$ cat src/rtl/clk_meas_if.sv
// Measurement bus for clk_meas: slow input signal in, period/high-time results out.
// master = stimulus/consumer side, slave = measuring block.
interface clk_meas_if #(
    parameter int CNT_W = 24
);
    logic             sig_in;
    logic [CNT_W-1:0] period;
    logic [CNT_W-1:0] high_len;
    logic             valid;
    logic             locked;
    logic             timeout;

    modport master (
        output sig_in,
        input  period, high_len, valid, locked, timeout
    );

    modport slave (
        input  sig_in,
        output period, high_len, valid, locked, timeout
    );
endinterface

$ cat src/rtl/clk_meas.sv
// Measures period and high time of a slow square wave in clk cycles (high time only with CLK_MEAS_DUTY_EN).
// Latency: edges seen 3 clk after they occur; valid registered on the detected rise.
// Backpressure: none; results and the valid strobe are fire-and-forget.
module clk_meas #(
    parameter int CNT_W   = 24,
    parameter int TIMEOUT = 5000000,
    parameter int LOCK_N  = 4
) (
    input  logic        clk,
    input  logic        rst,
    clk_meas_if.slave   bus
);
    typedef enum logic {IDLE, MEAS} state_t;

    localparam logic [CNT_W-1:0] TMO_CNT = CNT_W'(TIMEOUT);
    localparam logic [3:0]       LOCK_M1 = 4'(LOCK_N - 1);

    state_t           state, state_nxt;
    logic             s1, s2, s3;
    logic             rise;
    logic             start, meas_done, tmo_hit;
    logic [CNT_W-1:0] cnt, prev_period, period_q;
    logic             prev_vld;
    logic [3:0]       mcnt, mcnt_inc;
    logic             valid_q, locked_q, timeout_q;

    // Two-flop synchronizer plus history flop for edge detection.
    always_ff @(posedge clk or posedge rst) begin
        if (rst) begin
            s1 <= 1'b0;
            s2 <= 1'b0;
            s3 <= 1'b0;
        end else begin
            s1 <= bus.sig_in;
            s2 <= s1;
            s3 <= s2;
        end
    end

    assign rise     = s2 & ~s3;
    assign mcnt_inc = (mcnt == LOCK_M1) ? mcnt : mcnt + 4'd1;

    always_ff @(posedge clk or posedge rst) begin
        if (rst) state <= IDLE;
        else     state <= state_nxt;
    end

    always_comb begin
        state_nxt = state;
        start     = 1'b0;
        meas_done = 1'b0;
        tmo_hit   = 1'b0;
        case (state)
            IDLE: if (rise) begin
                state_nxt = MEAS;
                start     = 1'b1;
            end
            MEAS: begin
                // A rise on the very cycle cnt reaches TIMEOUT is still a valid period.
                if (rise) begin
                    meas_done = 1'b1;
                end else if (cnt == TMO_CNT) begin
                    tmo_hit   = 1'b1;
                    state_nxt = IDLE;
                end
            end
            default: state_nxt = IDLE;
        endcase
    end

    always_ff @(posedge clk or posedge rst) begin
        if (rst) begin
            cnt         <= '0;
            prev_period <= '0;
            period_q    <= '0;
            prev_vld    <= 1'b0;
            mcnt        <= '0;
            valid_q     <= 1'b0;
            locked_q    <= 1'b0;
            timeout_q   <= 1'b0;
        end else begin
            valid_q <= 1'b0;
            if (start) begin
                cnt       <= CNT_W'(1);
                timeout_q <= 1'b0;
                prev_vld  <= 1'b0;
            end else if (tmo_hit) begin
                cnt       <= '0;
                timeout_q <= 1'b1;
                locked_q  <= 1'b0;
                mcnt      <= '0;
            end else if (meas_done) begin
                cnt         <= CNT_W'(1);
                period_q    <= cnt;
                valid_q     <= 1'b1;
                prev_period <= cnt;
                prev_vld    <= 1'b1;
                // The first period after IDLE only seeds prev_period.
                if (prev_vld) begin
                    if (cnt == prev_period) begin
                        mcnt     <= mcnt_inc;
                        locked_q <= (mcnt_inc == LOCK_M1);
                    end else begin
                        mcnt     <= '0;
                        locked_q <= 1'b0;
                    end
                end
            end else if (state == MEAS) begin
                cnt <= cnt + CNT_W'(1);
            end
        end
    end

`ifdef CLK_MEAS_DUTY_EN
    logic             fall;
    logic [CNT_W-1:0] hcnt, hl_cap, high_len_q;

    assign fall = ~s2 & s3;

    always_ff @(posedge clk or posedge rst) begin
        if (rst) begin
            hcnt       <= '0;
            hl_cap     <= '0;
            high_len_q <= '0;
        end else begin
            if (start) begin
                hcnt <= CNT_W'(1);
            end else if (tmo_hit) begin
                hcnt <= '0;
            end else if (meas_done) begin
                hcnt       <= CNT_W'(1);
                high_len_q <= hl_cap;
            end else if (state == MEAS && s2) begin
                hcnt <= hcnt + CNT_W'(1);
            end
            if (state == MEAS && fall) hl_cap <= hcnt;
        end
    end

    assign bus.high_len = high_len_q;
`else
    assign bus.high_len = '0;
`endif

    assign bus.period  = period_q;
    assign bus.valid   = valid_q;
    assign bus.locked  = locked_q;
    assign bus.timeout = timeout_q;
endmodule

$ cat src/flat_wrapper.sv
// flat-port wrapper written by rule: the top's interface ports become plain ports
module clk_meas_flat 
#(
    parameter int CNT_W   = 24,
    parameter int TIMEOUT = 5000000,
    parameter int LOCK_N  = 4
)
  (clk, rst, bus_sig_in, bus_period, bus_high_len, bus_valid, bus_locked, bus_timeout);
  clk_meas_if #(.CNT_W(CNT_W)) bus_i ();
  input  logic clk;
  input  logic rst;
  input wire logic [$bits(bus_i.sig_in)-1:0] bus_sig_in;
  output wire logic [$bits(bus_i.period)-1:0] bus_period;
  output wire logic [$bits(bus_i.high_len)-1:0] bus_high_len;
  output wire logic [$bits(bus_i.valid)-1:0] bus_valid;
  output wire logic [$bits(bus_i.locked)-1:0] bus_locked;
  output wire logic [$bits(bus_i.timeout)-1:0] bus_timeout;
  assign bus_i.sig_in = bus_sig_in;
  assign bus_period = bus_i.period;
  assign bus_high_len = bus_i.high_len;
  assign bus_valid = bus_i.valid;
  assign bus_locked = bus_i.locked;
  assign bus_timeout = bus_i.timeout;
  clk_meas #(.CNT_W(CNT_W), .TIMEOUT(TIMEOUT), .LOCK_N(LOCK_N)) u_core (.clk(clk), .rst(rst), .bus(bus_i));
endmodule
$ cat config.mk
export PLATFORM = sky130hd
export DESIGN_NAME = clk_meas_flat
export DESIGN_NICKNAME = d
export VERILOG_FILES = /design/src/rtl/clk_meas_if.sv /design/src/rtl/clk_meas.sv /design/src/flat_wrapper.sv
export SDC_FILE = /design/constraint.sdc
export NUM_CORES = 1
export LEC_CHECK = 0
export CELL_PAD_IN_SITES_DETAIL_PLACEMENT = 1
export CELL_PAD_IN_SITES_GLOBAL_PLACEMENT = 2
export CORE_UTILIZATION = 35
export DETAILED_ROUTE_END_ITERATION = 8
export PLACE_DENSITY_LB_ADDON = 0.12
export SLEW_MARGIN = 40
export SYNTH_ARGS = -nofsm -noshare
export SYNTH_HDL_FRONTEND = slang
export SYNTH_SLANG_ARGS = --single-unit
$ cat constraint.sdc
create_clock -name clk -period 3.3 [get_ports clk]
set_clock_uncertainty 0.2 [all_clocks]
set_input_delay 0.495 -clock clk [delete_from_list [all_inputs] [get_ports clk]]
set_output_delay 0.495 -clock clk [all_outputs]
set_load 0.01 [all_outputs]
==> run summary, run 1 <==
Update from the flow run.

The routed wirelength on the met1 layer is recorded as roughly 4 mm. The number of inserted filler cells in the final layout is 1076. The flip-flop and latch area is 0.001501 mm^2. The total internal power is approximately 1.2 mW. The detailed-routed wire length on met3 is roughly 190 um. The path type of the worst setup path is reg -> reg. Per the cell usage report, the commonest logic cells after layout are sky130_fd_sc_hd__nand2_1 (82), sky130_fd_sc_hd__dfrtp_1 (60), sky130_fd_sc_hd__xnor2_1 (40), sky130_fd_sc_hd__clkdlybuf4s50_1 (29), sky130_fd_sc_hd__nor2_1 (27). The path class of the lowest-slack min-delay path is reg -> reg. In this run, the synthesized area fraction spent on and/or/nand/nor cells is recorded as a little under a quarter. The worst-case reg-to-reg path depth is 5. The power report attributes to the combinational group a share of 18.6%. Signal nets in the final route climb as high as met4. The fraction of layout instances using a drive strength above 1 is roughly 6.3%. Sequential elements use between 40% and 50% of the synthesized area. The power group with the largest share is registers.

The final layout reports a setup TNS of 0 ns. Counting the inverters off the clock network in the layout gives 10. The number of global-route vias before repair is approximately 2600. The DRC violation total left in the routed layout is recorded as 0. The power report shows net switching accounting for 30.80% of the total. The compound-cell area share of the yosys netlist is under 10%.

The leading cell type in the layout, fill and taps excluded is sky130_fd_sc_hd__nand2_1. The cell area that synthesis handed to floorplanning was ~0.0033 mm^2. Per the TritonCTS log, the buffer count is 9.

In this run the power density over the cells is a little under 500 mW/mm^2. The startpoint identified for the worst register-to-register timing path is u_core.cnt[2]. After synthesis the netlist holds a flip-flop and latch count of ~60.

The maximum vdd drop is roughly 0.00026 V. In the final layout, the multi-input gates occupy ~0.0015 mm^2. The leakage component of the power was reported as 1.615 nW. After its last routability iteration, the placer logged a weighted congestion of roughly 0.74.

The final timing report lists a max-slew violation count of 0. The main logic family after synthesis is simple AND/OR/NAND/NOR gates. The maximum fanout along the worst path is 19.

Per the slew report, the remaining headroom to the max-slew limit stands at around 47%. The area added between synthesis and finish is 11.93%. The launch point of the worst min-delay path is recorded as u_core.s1. Global routing used under 10% of the available met3 tracks. The met1 layer usage reported by global route is 25.47%. The final setup violation count is 0. The first detailed-routing pass ran for 4 iterations. By area, flip-flops and latches come first.

The switching power total is between 0.5 and 0.6 mW. The insertion delay of the later-clocked pin in the worst-skew pair is roughly 0.34 ns. The mux cell area share after synthesis is less than 1%. The clock input transition at the sequential cells of the worst setup and hold paths is ~0.07 ns. Per the layout area report, the sequential fraction of cell area is roughly two fifths. The number of top-level pins is ~54.

The number of gates on the worst path with buffers counted is 5. The endpoint of the most critical setup path is u_core.cnt[13]. Sorting the synthesized cells by area gives the leading types as sky130_fd_sc_hd__dfrtp_1 (46%), sky130_fd_sc_hd__xnor2_1 (11%), sky130_fd_sc_hd__nand2_1 (9.3%), sky130_fd_sc_hd__buf_4 (6.6%), sky130_fd_sc_hd__nor2_1 (3.1%).

The cell taking the most area after synthesis is sky130_fd_sc_hd__dfrtp_1. The wire length after detailed routing is between 8 and 9 mm. Looking at the clock tree report, the root buffer type is sky130_fd_sc_hd__clkbuf_8. The timing report attributes the biggest portion of critical-path delay to simple AND/OR/NAND/NOR gates. The startpoint kind of the worst setup timing path is a flop.

The flip-flop cell with the highest count after synthesis is sky130_fd_sc_hd__dfrtp_1. The worst path required time is 3.28 ns. The die boundary height is around 100 um. The post-cts gate resize count is 0. The XOR/XNOR share of the synthesized area is between 10% and 20%. The post-synthesis area per instance is 9.148 um^2.

The flow reports power dissipated in sequential cells as about 0.86 mW. The worst setup path is captured at a flop. The number of antenna violations at the first check in global routing came to 0. The via density per instance is slightly below 5. In this run the critical register-to-register path is captured at u_core.cnt[13].

In the Yosys stats the netlist draws on 46 distinct library cells. Ranked by instance count, the synthesized netlist is headed by sky130_fd_sc_hd__nand2_1 (82), sky130_fd_sc_hd__dfrtp_1 (60), sky130_fd_sc_hd__xnor2_1 (40). The fraction of power consumed by the clock network is ~33%.

The maximum buffer depth of the clock tree is 2. For this design, Yosys synthesis ends with a cell count of 360. Row generation in the floorplan step produced 35 rows. The via count is about 2500. The number of logged tool warnings is 27.

Leaving out the clock tree, the finished layout contains a buffer count of 34. Warnings reported by Yosys during synthesis add up to 0. In the final design database the tool counted about 390 nets. The critical path launch point is u_core.cnt[2].

Combinational power for this build is 0.333 mW. The number of well-tap cells placed is around 110. There are approximately 60 flip-flops and latches.

Sequential cells account for approximately half of the total power. Dividing the final minimum period by the clock period gives 79.47%. The overall die size recorded for this design is ~0.01 mm^2. The logic gate fraction of the total cell area is between 40% and 50%.

The longest individual stage delay on the worst path is 0.64 ns. The async set-or-reset flop fraction in the synthesized netlist is 100.0%. The fraction of the core area occupied by cells at floorplan is roughly 36%. The worst-case setup slack after placement is between 0.6 and 0.7 ns.

Entering global routing, the biggest net connects 36 pins. The relative area of clock buffers and inverters in the final design is 4.582%. The report lists the cells along the critical path as nor4b_1 > nand4_1 > nor3_2 > a21o_1 > nor2_1. Setup repair after global routing left no endpoint under its margin. Global routing finished with a remaining overflow of 0.

The clock buffer count is 13. The flow ran to the end, and the final reports show no timing, DRC or antenna violations. The most frequently used cell type in the post-synthesis netlist is sky130_fd_sc_hd__nand2_1.

The share of synthesized cell area in full adder, half adder and majority cells is under 10%. The power drawn by the clock network is roughly 0.6 mW. For this run the detailed placement stage logged an HPWL of 5.813 mm. The worst hold slack is 0.1505 ns. The fmax is 381.3 MHz. The antenna diode count is 0. The design area is roughly 0.0037 mm^2. The CTS tree is built. The violation tally from detailed-route iteration zero is between 90 and 100. The total area inside the core boundary comes to ~0.009 mm^2.

The placed instance area is 0.003517 mm^2. The cell with the largest stage delay on the worst path is sky130_fd_sc_hd__a21o_1. The total power is approximately 1.8 mW.

The count of antenna-violating nets left after detailed routing is 0. Data on the critical path arrives at its endpoint at 2.60 ns. The least setup slack across all paths after layout is slightly below 0.7 ns.

The data-path buffer share of cell area in the final layout is a little under a tenth. The worst setup slack for register-to-register paths is 0.68 ns. The number of placed instances, taps included, is 480. The final design was reported to hold multi-input combinational gates totalling 265. The number of hold-slack violations in the final timing report is 0. During placement, the flow inserted port buffers numbering 29.

The run reported a max-capacitance violation count of 0. The slew at the pin closest to its max-slew limit is around 0.79 ns. Counting flops with a built-in enable in the synthesized netlist gives 0.

The global-route wire length before repair is roughly 14 mm. In this run the number of H-tree levels came out at 3. The number of sinks on the clock net is around 60. The die width is 99 um. After layout, the minimum clock period comes to 2.623 ns. The cell count after synthesis came out at 360.

The critical path contains buffers and inverters numbering 0 combined. Buffers inserted to repair hold after CTS numbered 0.
[run 1: how the worst min path moves through the flow]
stage | end | slack (ns) | depth (start not counted)
2_1_floorplan | u_core.s2 | 0.13 | 0
3_5_place_dp | u_core.s2 | 0.14 | 0
3_3_place_gp | u_core.s2 | 0.13 | 0
4_1_cts | u_core.s2 | 0.16 | 0
5_1_grt | u_core.s2 | 0.17 | 0
6_report | u_core.s2 | 0.15 | 0
[run 1: logic make-up (layout without fill, tap and decap cells)]
kind of cell             after synthesis  in the layout
XOR/XNOR                              45             45
multiplexers                           1              1
AND/OR/NAND/NOR                      165            165
adder cells (fa/ha/maj)                3              3
flip-flops                            60             60
buffers and inverters                 58             59
AND-OR/OR-AND                         27             27
other                                  1             24
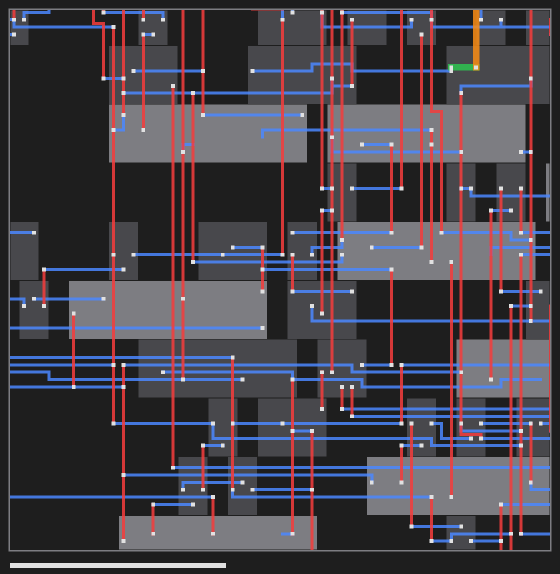
Run 1: a small window of the routed layout
The bar under the picture is 10 um long. Window x 12 to 37, y 12 to 37 um. Cells in gray, sequential cells in the stronger gray; small squares are vias.
| color | layer |
|---|---|
| red | met2 |
| blue | met1 |
| orange | met4 |
| green | met3 |
netlist names of flops here include: u_core.bus.period (3), u_core.cnt (3)
cells with their middle in the window: 33
most frequent: nand2_1 (11), dfrtp_1 (6), nor2_1 (5)
sequential cells in the window: 6

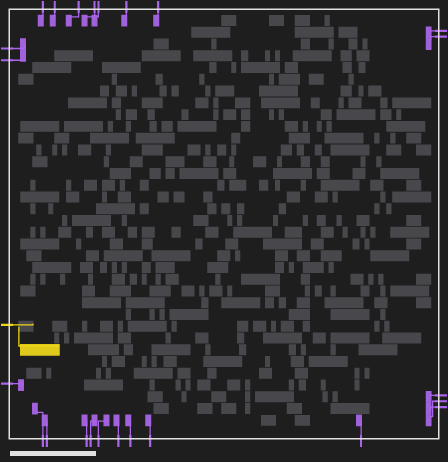
Run 1: wires at chosen ports, followed through buffers
The bar under the picture is 20 um long.
| color | port | direction | end cells | wire |
|---|---|---|---|---|
| yellow | bus_valid | output | 1 | 18.6 um |
| purple | bus_high_len | output | 24 | 74.3 um |

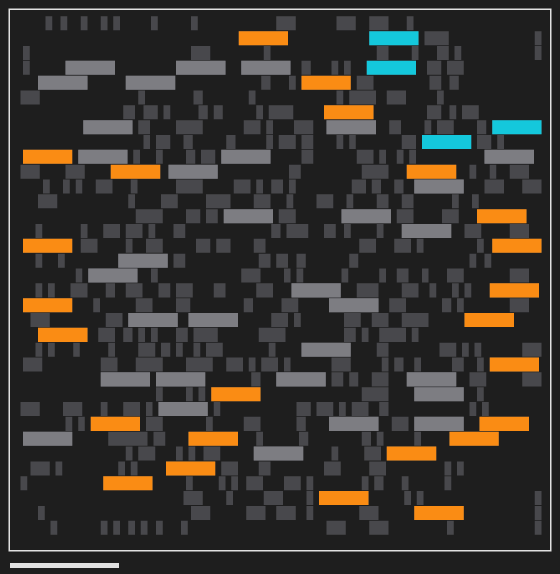
Run 1: sequential cells colored by netlist name
The bar under the picture is 20 um long.
| color | name in the netlist | sequential cells | where |
|---|---|---|---|
| cyan | u_core.mcnt | 4 | north-east |
| orange | u_core.bus.period | 24 | widely spread |
not colored: 32

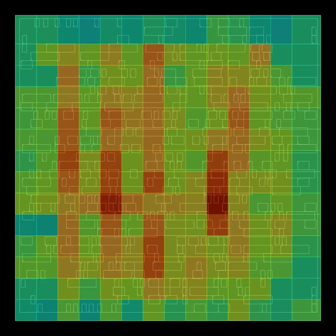
Run 1: routing congestion map
total global-route track usage: 18.55%
final core utilization: 40.08%
routed wirelength normalized by instance count: 16.63 um
routing layer with the top usage in global route: met2

Run 1, selected gate families:
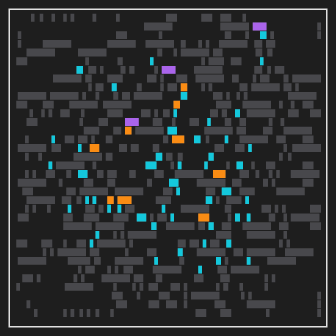

--- run 2 (diff from run 1) ---
- CORE_UTILIZATION: 35 -> 33
- clock period: 3.3 -> 2.5 ns (I/O delays scaled with it)
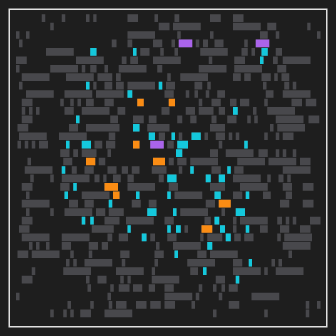
Run 2: selected gate families
| color | family | cells |
|---|---|---|
| orange | AND and OR gates | 9 |
| cyan | NOR gates | 49 |
| purple | adder and majority cells | 3 |

==> run 2 against run 1 <==
  * Final cell count rose by 6.5%
  * Die size rose by 5.9%
  * Sequential share of layout area fell by 1.3 points
  * Critical path type unchanged
  * Combinational power rose by 41%
  * Sequential power rose by about 30%
  * Sequential cell count did not move
  * Via count rose by 0.61%
  * Fmax rose by 17%
  * First-iteration DRC count fell by 3.2%
  * Total power rose by 37%
  * Synthesized cell count did not move
==> run summary, run 2 <==
Update from the flow run.

The worst relative slew slack was 55.53% (+8.4 points). The endpoint of the most critical setup path is u_core.cnt[20]. Setup repair after global routing left no endpoint under its margin. The fmax is 445.1 MHz (+17%). The highest-utilization routing layer at the global route stage is met2. The number of inserted filler cells in the final layout is 1158 (+7.6%). The total power came to 2.444 mW (+37%).

STA classifies the critical path startpoint as a flop. The count of library flops with an enable pin is 0 (unchanged). The flip-flop cell with the highest count after synthesis is sky130_fd_sc_hd__dfrtp_1. The number of sinks on the clock net is 60 (unchanged). The startpoint identified for the worst register-to-register timing path is u_core.cnt[11]. The global-route wire length before repair is 13.77 mm (+0.15%). The number of hold buffers added after CTS is 0 (unchanged). The path class of the lowest-slack min-delay path is in -> async.

Among all stages on the critical path, the largest delay is contributed by sky130_fd_sc_hd__dfrtp_1. The die width is 101.9 um (+2.9%). The library cell used as clock root buffer is sky130_fd_sc_hd__clkbuf_8. The multi-input logic cell count was 265 (unchanged). The worst hold slack is 0.1569 ns (+0.006388 ns). The final weighted congestion in routability-driven placement was 0.7648 (+2.7%). The clock input transition at the sequential cells of the worst setup and hold paths is 0.07 ns (about the same). The via count is 2477 (+0.61%). The post-cts gate resize count is 0 (unchanged).

The non-clock buffer instance count of the final layout is 43 (+26%). The number of max-cap violations is 0 (unchanged). The power density normalized to cell area came to 641.6 mW/mm^2 (+32%). The average detailed-routed wire length per instance is 15.87 um (-4.6%). The critical path goes through nand4_1 > or3_4 > or3_4 > a311o_1.

The count of placed standard cells including taps came to 511 (+6.5%). The global-route usage over all layers is 17.76% (-0.80 points). The number of rows in the core area is 36 (+2.9%). The worst-case setup slack after placement came to 0.2267 ns (-0.4055 ns).

The die boundary height came to 101.9 um (+2.9%). The maximum vdd drop was 0.0002479 V (-4.1%). The async set-or-reset flop fraction in the synthesized netlist is 100.0% (unchanged). The final setup violation count is 0 (unchanged).

The static power due to leakage came to 1.669 nW (+3.4%). The residual overflow from global routing came to 0 (unchanged). The slew at the pin closest to its max-slew limit is 0.6642 ns (-0.1279 ns).

The shortest period the worst path allows came to 2.247 ns (-0.3758 ns). The longest individual stage delay on the worst path is 0.50 ns (-0.14 ns). The least setup slack across all paths after layout is 0.2531 ns (-0.4242 ns). The relative area of clock buffers and inverters in the final design is 4.829% (+0.25 points). The number of well-tap cells placed is 133 (+20%). The worst path required time was 2.51 ns (-0.77 ns). The total die size was 0.01038 mm^2 (+5.9%). The post-synthesis area per instance was 9.148 um^2 (unchanged). The maximum buffer depth of the clock tree came to 2 (unchanged).

The endpoint identified for the worst register-to-register timing path is u_core.cnt[20]. The number of global-route vias before repair is 2539 (-1.7%). The number of top-level pins is 54 (unchanged). Sorting the synthesized cells by area gives the leading types as sky130_fd_sc_hd__dfrtp_1 (46%), sky130_fd_sc_hd__xnor2_1 (11%), sky130_fd_sc_hd__nand2_1 (9.3%), sky130_fd_sc_hd__buf_4 (6.6%), sky130_fd_sc_hd__nor2_1 (3.1%). The max-slew violation count came to 0 (unchanged). The port buffer count is 29 (unchanged).

The number of antenna violations at the first check in global routing came to 0 (unchanged). The count of antenna-violating nets left after detailed routing was 0 (unchanged). The fraction of the core area occupied by cells at floorplan came to 33.85% (-2.0 points). The netlist area before placement is 0.003293 mm^2 (unchanged). The number of logged tool warnings is 27 (unchanged). The timing report attributes the biggest portion of critical-path delay to simple AND/OR/NAND/NOR gates. The detailed-router iteration count before antenna repair is 6 (+2). The worst-case reg-to-reg path depth was 4 (-1). The met3 global-route usage is 2.736% (+0.11 points).

The fraction of layout instances using a drive strength above 1 is 8.629% (+2.4 points). The violation tally from detailed-route iteration zero is 92 (-3.2%). The arrival time reported for the critical path endpoint was 2.26 ns (-0.34 ns). The number of H-tree branching levels was 3 (unchanged). The biggest area consumer among cell classes is flip-flops and latches. The design area is 0.003809 mm^2 (+3.3%).

The number of hold-slack violations in the final timing report was 0 (unchanged). The clock buffer count is 11 (-2). The logic area is 0.001499 mm^2 (unchanged). The area added between synthesis and finish is 15.65%. The via density per instance is 4.700 (-5.5%). The critical path launch point is u_core.cnt[11].

TritonCTS built the clock tree. The post-synthesis cell count from yosys is 360 (unchanged). The post-synthesis sequential area ratio is 45.59% (unchanged). The flip-flop and latch area is 0.001501 mm^2 (unchanged).

The count of unique library cells instantiated by Yosys is 46 (unchanged). The layout inverter count without the clock tree was 10 (unchanged). The net count of the finished layout came to 395 (+2.3%). The flip-flop and latch count after synthesis was 60 (unchanged). The worst setup path is of the reg -> reg kind. The total DRC errors in the routed layout was 0 (unchanged).

The tally of yosys warning messages is 0 (unchanged). The synthesized netlist cell count is 360 (unchanged). The flow ran to the end, and the final reports show no timing, DRC or antenna violations. The highest metal layer with signal wires is met4. The number of clock buffers inserted by TritonCTS is 9 (unchanged). The wire length after detailed routing was 8.365 mm (+1.6%). The worst setup slack for register-to-register paths is 0.25 ns (-0.42 ns). The total negative setup slack is 0 ns (unchanged). The pin count of the biggest net entering global routing came to 42 (+17%). The insertion delay of the later-clocked pin in the worst-skew pair is 0.34 ns (about the same).
[run 2: cell counts after synthesis]
Identical to the previous run, type by type.
[run 2: power breakdown]
group | internal, mW | total (mW) | switching, mW
sequential | 1.04 | 1.12 | 0.0863
clock | 0.456 | 0.851 | 0.395
combinational | 0.211 | 0.470 | 0.259
total | 1.70 | 2.44 | 0.741
[run 2: cell families (layout without fill, tap and decap cells)]
logic type / after synthesis / count (layout) / synth area share, %
buf+inv: 58 / 69 / 11.51
flops: 60 / 60 / 45.59
other cells: 1 / 24 / 0.1139
compound gates: 27 / 27 / 5.661
fa+ha+maj: 3 / 3 / 1.140
mux: 1 / 1 / 0.3040
simple gates: 165 / 165 / 23.71
xor+xnor: 45 / 45 / 11.97
--- run 3 (diff from run 2) ---
- SKIP_CTS_REPAIR_TIMING: unset -> 1
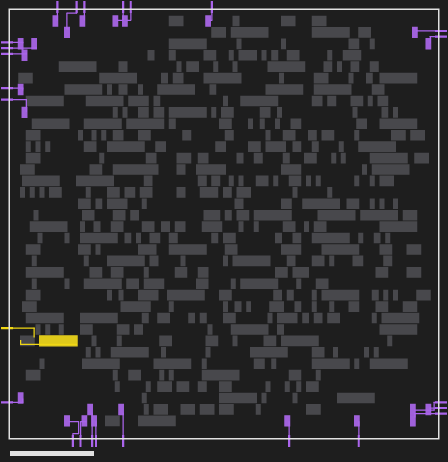
Run 3: wires at chosen ports, followed through buffers
The bar under the picture is 20 um long.
| color | port | direction | end cells | wire |
|---|---|---|---|---|
| yellow | bus_valid | output | 1 | 21.9 um |
| purple | bus_high_len | output | 24 | 104 um |

==> run 3 against run 2 <==
  * Combinational power about the same
  * Sequential share of layout area did not move
  * Non-clock buffer count is the same
  * First-iteration DRC count unchanged
  * Critical path depth stayed put
  * Highest routed layer unchanged
==> run summary, run 3 <==
Update from the flow run.

The worst relative slew slack was 55.53% (unchanged). On met2, the global router reports a usage of 28.90%. The type of element capturing the critical path is a flop. The logic gate fraction of the total cell area is 39.36%.

The number of global-route vias before repair came to 2539 (unchanged). Of all power groups, the one with the highest power is registers. The area added between synthesis and finish is 15.65% (unchanged). In the layout the commonest cells are sky130_fd_sc_hd__nand2_1 (82), sky130_fd_sc_hd__dfrtp_1 (60), sky130_fd_sc_hd__xnor2_1 (40), sky130_fd_sc_hd__clkdlybuf4s50_1 (29), sky130_fd_sc_hd__nor2_1 (27). The met3 global-route usage is 2.736% (unchanged). The longest individual stage delay on the worst path is 0.50 ns (about the same). The post-synthesis cell count from yosys was 360 (unchanged). The die boundary height is 101.9 um (unchanged). The path type of the worst setup path is reg -> reg. The number of well-tap cells placed is 133 (unchanged). The flip-flop and latch count after synthesis came to 60 (unchanged). The global-route wire length before repair came to 13.77 mm (unchanged). The CTS tree is built. The kind of cell with the highest combined delay on the critical path is simple AND/OR/NAND/NOR gates. The finished layout holds 527 standard cells, fillers aside.

The number of antenna violations at the first check in global routing was 0 (unchanged). The XOR/XNOR share of the synthesized area is 11.97% (unchanged). Per the GRT log, the top usage layer is met2. The relative area of clock buffers and inverters in the final design is 4.829% (unchanged). The fmax is 445.1 MHz (unchanged). The cell with the largest stage delay on the worst path is sky130_fd_sc_hd__dfrtp_1. The area of the placeable core is slightly below 0.01 mm^2.

The tally of yosys warning messages is 0 (unchanged). The part of the power in registers is 45.9% (about the same). The pin count of the biggest net entering global routing was 42 (unchanged).

The logic area is 0.001499 mm^2 (unchanged). The total power was 2.444 mW (unchanged). The port buffer count is 29 (unchanged). The worst-case setup slack after placement is 0.2267 ns (unchanged). The compound-cell area share of the yosys netlist is 5.661% (unchanged). The final weighted congestion in routability-driven placement is 0.7648 (unchanged). The count of library flops with an enable pin came to 0 (unchanged).

The run finished with clean final reports. The flip-flop cell with the highest count after synthesis is sky130_fd_sc_hd__dfrtp_1. The total negative setup slack was 0 ns (unchanged). The power drawn by the clock network is 0.851 mW (about the same). The post-synthesis area per instance is 9.148 um^2 (unchanged). The sequential-cell power consumption came to 1.12 mW (about the same). The post-route fraction of the period consumed by the critical path is about 90%. The power density normalized to cell area came to 641.6 mW/mm^2 (unchanged). The proportion of netlist area held by the largest area contributor is between 40% and 50%. The worst path required time was 2.51 ns (about the same). The placed instance area is 0.003625 mm^2. The library cell used as clock root buffer is sky130_fd_sc_hd__clkbuf_8.

The half-perimeter wire length after placement is around 6 mm. The async set-or-reset flop fraction in the synthesized netlist was 100.0% (unchanged). The violation tally from detailed-route iteration zero is 92 (unchanged). The number of logged tool warnings came to 27 (unchanged). The number of clock buffers inserted by TritonCTS is 9 (unchanged).

The part of the power in combinational logic is 19.2% (about the same). Ranked by total cell area, the synthesized netlist is headed by sky130_fd_sc_hd__dfrtp_1 (46%), sky130_fd_sc_hd__xnor2_1 (11%), sky130_fd_sc_hd__nand2_1 (9.3%), sky130_fd_sc_hd__buf_4 (6.6%), sky130_fd_sc_hd__nor2_1 (3.1%). Of the total standard cell area in the layout, the sequential portion is 39.42%.

The worst hold slack is 0.1569 ns (unchanged). The number of hold-slack violations in the final timing report came to 0 (unchanged). The total die size came to 0.01038 mm^2 (unchanged). Counting stages on the worst path, the most repeated cell is sky130_fd_sc_hd__or3_4.

The clock input transition at the sequential cells of the worst setup and hold paths is 0.07 ns (about the same). The flip-flop and latch area is 0.001501 mm^2 (unchanged). The switching power as a share of total power is 30.32% (unchanged). The non-clock buffer instance count of the final layout came to 43 (unchanged). The final layout contains a sequential cell count of 60. The detailed-router iteration count before antenna repair is 6 (unchanged). The static power due to leakage is 1.669 nW (unchanged). The netlist area before placement is 0.003293 mm^2 (unchanged). The total internal power is 1.703 mW (unchanged). The total DRC errors in the routed layout is 0 (unchanged). The data-path buffer share of cell area in the final layout is 11.04%. The insertion delay of the later-clocked pin in the worst-skew pair was 0.34 ns (about the same). The shortest period the worst path allows is 2.247 ns (unchanged). The startpoint kind of the worst setup timing path is a flop. The switching power total came to 0.7409 mW (unchanged).

The count of unique library cells instantiated by Yosys is 46 (unchanged). The layout inverter count without the clock tree came to 10 (unchanged). The maximum buffer depth of the clock tree is 2 (unchanged).

The yosys stat chip area is ~0.0033 mm^2. Counting instances in the post-synthesis netlist gives the leading cell types as sky130_fd_sc_hd__nand2_1 (82), sky130_fd_sc_hd__dfrtp_1 (60), sky130_fd_sc_hd__xnor2_1 (40). The most frequently used cell type in the post-synthesis netlist is sky130_fd_sc_hd__nand2_1.

Checking hold timing, the worst path is listed with class in -> async. The share of synthesized cell area in full adder, half adder and majority cells came to 1.140% (unchanged). The fraction of layout instances using a drive strength above 1 was 8.629% (unchanged). The power drawn by the combinational cells is 0.470 mW (about the same). The wire length after detailed routing was 8.365 mm (unchanged). The finished layout reports a core utilization of approximately two fifths.

The clock buffer count is 11 (unchanged). The mux cell area share after synthesis came to 0.3040% (unchanged). The arrival time reported for the critical path endpoint was 2.26 ns (about the same). The critical path maximum fanout is 8.

The via count is 2477 (unchanged). The fraction of power consumed by the clock network is 34.8% (about the same). The number of sinks on the clock net was 60 (unchanged). The class occupying the most area after layout is reported as flip-flops and latches. The design area is 0.003809 mm^2 (unchanged). The via density per instance came to 4.700 (unchanged). The worst setup slack for register-to-register paths is 0.25 ns (about the same). The number of rows in the core area is 36 (unchanged). The residual overflow from global routing came to 0 (unchanged). The post-synthesis share of cell area spent on and, or, nand and nor gates was 23.71% (unchanged). Setup repair after global routing left no endpoint under its margin.

The count of placed standard cells including taps is 511 (unchanged). The maximum vdd drop is 0.0002479 V (unchanged). The global-route usage over all layers is 17.76% (unchanged). The number of H-tree branching levels was 3 (unchanged). Counting both buffers and inverters, the worst setup path holds a total of 0. The cell type that accounts for the most area after synthesis is sky130_fd_sc_hd__dfrtp_1.

The final setup violation count is 0 (unchanged). The average detailed-routed wire length per instance is 15.87 um (unchanged). The least setup slack across all paths after layout is 0.2531 ns (unchanged). The fraction of the core area occupied by cells at floorplan is 33.85% (unchanged). The number of top-level pins is 54 (unchanged). The synthesized netlist cell count is 360 (unchanged). The slew at the pin closest to its max-slew limit came to 0.6642 ns (unchanged).

The net count of the finished layout was 395 (unchanged). Of the combinational cells, the family taking the most area is simple AND/OR/NAND/NOR gates. The number of inserted filler cells in the final layout is 1158 (unchanged). The report lists the cells along the critical path as nand4_1 > or3_4 > or3_4 > a311o_1. The met1 layer usage reported by global route is ~24%.

The multi-input logic cell count is 265 (unchanged). The number of max-cap violations is 0 (unchanged). The count of antenna-violating nets left after detailed routing is 0 (unchanged). The post-synthesis sequential area ratio came to 45.59% (unchanged).

The max-slew violation count is 0 (unchanged). The leading cell type in the layout, fill and taps excluded is sky130_fd_sc_hd__nand2_1. The die width is 101.9 um (unchanged). The repair_antennas step left the layout with diodes totalling 0.
[run 3: worst reg2reg max path, delay by kind of cell (launching register included)]
kind	cells	cell delay [ns]
and+or+nand+nor	3	1.06
DFF	1	0.50
AOI/OAI and AO/OA	1	0.36
[run 3: final timing paths]
kind / to / cells past startpoint / start
worst max-delay path: u_core.cnt[20] / 4 / u_core.cnt[11]
worst min-delay path: u_core.bus.valid / 2 / rst
worst max register to register: u_core.cnt[20] / 4 / u_core.cnt[11]
worst min register to register: u_core.s2 / 0 / u_core.s1
max in group asynchronous: u_core.bus.period[18] / 3 / rst
min in group clk: u_core.s2 / 0 / u_core.s1
[run 3: routing by layer]
metal	routed length, um	vias to the layer above	share of wire, %
met2	3980	39	48
met1	4076	1235	49
met3	206	8	2.5
li1	-	1195	-
met4	102	0	1.2
met5	0	-	0
Power is estimated from default activity; no workload was simulated.
